$ cat src/rtl/flow_led_seq.sv
// flow_led_seq: parametrised LED pattern sequencer with prescaled stepping.
// Rotate-up, rotate-down, bounce and bar-fill motion; optional active-low drive.
module flow_led_seq #(
  parameter int LED_NUM        = 4,
  parameter int CNT_W          = 25,
  parameter int DEF_PERIOD     = 8_000_000,
  parameter int INIT_POS       = 2,
  parameter int LED_ACTIVE_LOW = 0
) (
  input  logic               sys_clk,
  input  logic               rst,
  input  logic               en,
  input  logic [1:0]         mode,
  input  logic [CNT_W-1:0]   period_i,
  output logic [LED_NUM-1:0] led,
  output logic               step_o,
  output logic               dir_o
);

  localparam int PW = ($clog2(LED_NUM) > 1) ? $clog2(LED_NUM) : 1;

  localparam logic [PW-1:0]      LAST = PW'(LED_NUM - 1);
  localparam logic [PW-1:0]      POS0 = PW'(INIT_POS);
  localparam logic [PW-1:0]      ONEP = PW'(1);
  localparam logic [LED_NUM-1:0] ONE  = LED_NUM'(1);
  localparam logic [LED_NUM-1:0] INV  =
    (LED_ACTIVE_LOW != 0) ? {LED_NUM{1'b1}} : {LED_NUM{1'b0}};
  localparam logic [LED_NUM-1:0] LED0 = (ONE << POS0) ^ INV;
  localparam logic [CNT_W-1:0]   PER0 = CNT_W'(DEF_PERIOD);
  localparam logic [CNT_W-1:0]   ONEC = CNT_W'(1);

  typedef enum logic [1:0] {
    M_UP     = 2'b00,
    M_DOWN   = 2'b01,
    M_BOUNCE = 2'b10,
    M_BAR    = 2'b11
  } mode_e;

  mode_e mode_s;
  assign mode_s = mode_e'(mode);

  logic [CNT_W-1:0]   cnt_q, cnt_d;
  logic [CNT_W-1:0]   per_q, per_d;
  logic [PW-1:0]      pos_q, pos_d;
  logic               dir_q, dir_d;
  logic [LED_NUM-1:0] led_q, led_d;
  logic               step_q, step_d;

  logic [CNT_W-1:0]   p_last;
  logic               wrap;
  logic [PW-1:0]      nxt_pos;
  logic               nxt_dir;
  logic [LED_NUM-1:0] pat;

  // zero period behaves as one so P-1 never underflows
  always_comb begin
    p_last = (per_q == '0) ? '0 : per_q - ONEC;
    wrap   = en && (cnt_q == p_last);
  end

  always_comb begin
    nxt_pos = pos_q;
    nxt_dir = dir_q;
    unique case (mode_s)
      M_UP, M_BAR: begin
        nxt_pos = (pos_q == LAST) ? '0 : pos_q + ONEP;
      end
      M_DOWN: begin
        nxt_pos = (pos_q == '0) ? LAST : pos_q - ONEP;
      end
      M_BOUNCE: begin
        if (dir_q && (pos_q == LAST)) begin
          nxt_pos = LAST - ONEP;
          nxt_dir = 1'b0;
        end else if (!dir_q && (pos_q == '0)) begin
          nxt_pos = ONEP;
          nxt_dir = 1'b1;
        end else if (dir_q) begin
          nxt_pos = pos_q + ONEP;
        end else begin
          nxt_pos = pos_q - ONEP;
        end
      end
    endcase
  end

  always_comb begin
    pat = ONE << nxt_pos;
    if (mode_s == M_BAR) begin
      for (int i = 0; i < LED_NUM; i++) begin
        pat[i] = (i <= int'(nxt_pos));
      end
    end
  end

  always_comb begin
    cnt_d  = cnt_q;
    per_d  = per_q;
    pos_d  = pos_q;
    dir_d  = dir_q;
    led_d  = led_q;
    step_d = 1'b0;
    if (wrap) begin
      cnt_d  = '0;
      per_d  = period_i;
      pos_d  = nxt_pos;
      dir_d  = nxt_dir;
      led_d  = pat ^ INV;
      step_d = 1'b1;
    end else if (en) begin
      cnt_d  = cnt_q + ONEC;
    end
  end

  always_ff @(posedge sys_clk) begin
    if (rst) begin
      cnt_q  <= '0;
      per_q  <= PER0;
      pos_q  <= POS0;
      dir_q  <= 1'b1;
      led_q  <= LED0;
      step_q <= 1'b0;
    end else begin
      cnt_q  <= cnt_d;
      per_q  <= per_d;
      pos_q  <= pos_d;
      dir_q  <= dir_d;
      led_q  <= led_d;
      step_q <= step_d;
    end
  end

  assign led    = led_q;
  assign step_o = step_q;
  assign dir_o  = dir_q;

endmodule

$ cat config.mk
export PLATFORM = sky130hd
export DESIGN_NAME = flow_led_seq
export DESIGN_NICKNAME = d
export VERILOG_FILES = /design/src/rtl/flow_led_seq.sv
export SDC_FILE = /design/constraint.sdc
export NUM_CORES = 1
export LEC_CHECK = 0
export ABC_AREA = 1
export CORE_ASPECT_RATIO = 0.8
export CORE_MARGIN = 2
export CORE_UTILIZATION = 53
export DETAILED_ROUTE_END_ITERATION = 8
export HOLD_SLACK_MARGIN = 0.1
export PLACE_DENSITY_LB_ADDON = 0.3
export SLEW_MARGIN = 15
export SYNTH_ARGS = -nofsm -noshare
export SYNTH_HDL_FRONTEND = slang
export SYNTH_SLANG_ARGS = --single-unit
$ cat constraint.sdc
create_clock -name sys_clk -period 2.4 [get_ports sys_clk]
set_input_delay 0.48 -clock sys_clk [delete_from_list [all_inputs] [get_ports sys_clk]]
set_output_delay 0.48 -clock sys_clk [all_outputs]
set_load 0.02 [all_outputs]
**Metal 3**

Scale: 3 px per um.
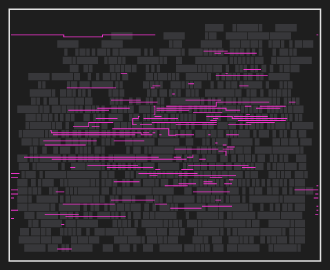
wire length on this layer = 962 um
main direction = horizontal

==> flow_summary.json <==
{
  "status": "complete, but fails checks",
  "violations": "negative setup slack",
  "bufAreaShareNonClock": 0.182,
  "yosysUniqueCellTypes": 37,
  "simple_gate_area_frac": 0.499,
  "io_pins": 36,
  "antenna_found_initial": 0,
  "crit_chain": "inv_2, ha_4, nand2_4, nor2_4, nand2_2, nor2_2, nand2_2, buf_6, buf_4, nand3_1, nand2_2, nor2_1, nand2_1, nor2_2, nand3_2, nor2_4, buf_12, buf_12, nand3_2, nand2_1, inv_1",
  "hold_viol": 0,
  "port_buffers": 35,
  "synth_dominant_cell_count": "nand2_1",
  "antenna_cells": 0,
  "power.density_nw_per_um2": 378,
  "setup_ws_ns": -0.228,
  "num_vias": 4781,
  "stdcell_count": 883,
  "synth-adder-area-share": 0.0210,
  "nNetsFinal": 810,
  "r2r-end": "per_q[20]",
  "area_leaders": "dfxtp_1, nand2_1, nand3_1, nor2_1, inv_1",
  "critPathBufInv": 6,
  "antenna_left": 0,
  "netlist.top_cell.by_area": "dfxtp_1",
  "finalCritPeriodShare": 1.10,
  "dpl.hpwl_um": 8840,
  "gp_congestion": 0.970,
  "p_seq_w": 0.000971,
  "top_logic_kind": "simple AND/OR/NAND/NOR gates",
  "first_global_vias": 4584,
  "postLayoutCellArea_um2": 5640,
  "start_kind": "flip-flop",
  "routedWlPerCell_um": 14.5,
  "clock.fmax_mhz": 380,
  "initial_core_util": 0.555,
  "endpoint_kind": "flip-flop",
  "cts.htree.levels": 3,
  "cts_sinks": 58,
  "mi_logic_area_um2": 2740,
  "setup_viol": 58,
  "ff_latch_area_um2": 1170,
  "yosys_cells": 690,
  "tritoncts": "yes",
  "grt_util_met3": 0.0614,
  "nWellTaps": 105,
  "vdd_ir_drop_max_mv": 0.385,
  "fillers": 570,
  "clk_share": 0.0388,
  "clock_tree.root_cell": "clkbuf_8",
  "area_delta_synth_final_pct": 34.9,
  "synthesis.area_um2": 4180,
  "core_region_area_um2": 7530,
  "cap_violations": 0,
  "cts.clk_slew.worst_paths_ns": 0.08,
  "finalClockSkew_ns": 0.0150,
  "clockBufferDepth": 2,
  "p_leak_nw": 2.64,
  "ys_ff": 58,
  "min_path_cells": 2,
  "rr_worst_depth": 21,
  "syn-num-nets": 727
}
**Where the registers sit**

Scale: 4 px per um. Other sequential cells in the stronger gray, the rest of the logic in the fainter gray.
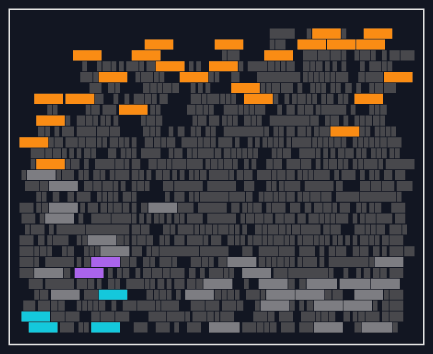
`cnt_q` -> orange  # flops 25
`led` -> cyan  # flops 4, where lower left
`pos_q` -> purple  # flops 2
not colored = 27

-- state kept, by name, indices dropped and copies added, names as in the netlist --
| signal | count |
|---|---|
| pos_q | 2 |
| per_q | 25 |
| led | 4 |
| step_o | 1 |
| dir_o | 1 |
| cnt_q | 25 |
-- routing by layer --
metal  up-vias  routed length (um)
li1       2369                   -
met1      2194                5500
met2       192                6190
met3        26                 962
met4         0                 191
met5         -                   0
-- worst max path at each step --
stage | cells after the start | to | slack, ns | from
after floorplan | 19 | pos_q[1] | 0.16 | per_q[0]
final | 21 | per_q[20] | -0.23 | per_q[0]
after detailed placement | 12 | cnt_q[22] | -0.29 | en
after global placement | 12 | cnt_q[22] | -0.24 | en
after global routing | 18 | per_q[20] | -0.34 | per_q[7]
after CTS | 21 | per_q[20] | -0.08 | per_q[0]
-- what timing repair did --
item                       in CTS  in global routing
setup buffers                  12                  3
setup endpoints to repair      58                 58
hold buffers                    0                  0
pin swaps                      38                 20
gates resized                  47                 33
cloned                          5                  0
-- cells in the final DEF (no fill, tap or decap), drive strengths merged, types with 3 or more instances in the layout --
| cell | synthesis | final |
|---|---|---|
| xor2 | 17 | 17 |
| a21oi | 7 | 7 |
| clkbuf | 2 | 11 |
| o21ai | 13 | 13 |
| inv | 95 | 95 |
| dfxtp | 58 | 58 |
| nor3 | 9 | 9 |
| buf | 19 | 58 |
| nand4 | 29 | 29 |
| nand2 | 206 | 206 |
| nand3 | 106 | 106 |
| clkinv | 1 | 3 |
| nor2 | 109 | 109 |
| ha | 7 | 7 |
| clkdlybuf4s50 | 0 | 35 |
-- cells by family after synthesis --
group / after synthesis
AND-OR/OR-AND: 28
XOR/XNOR: 18
adder cells (fa/ha/maj): 7
buffers and inverters: 117
flip-flops: 58
AND/OR/NAND/NOR: 462
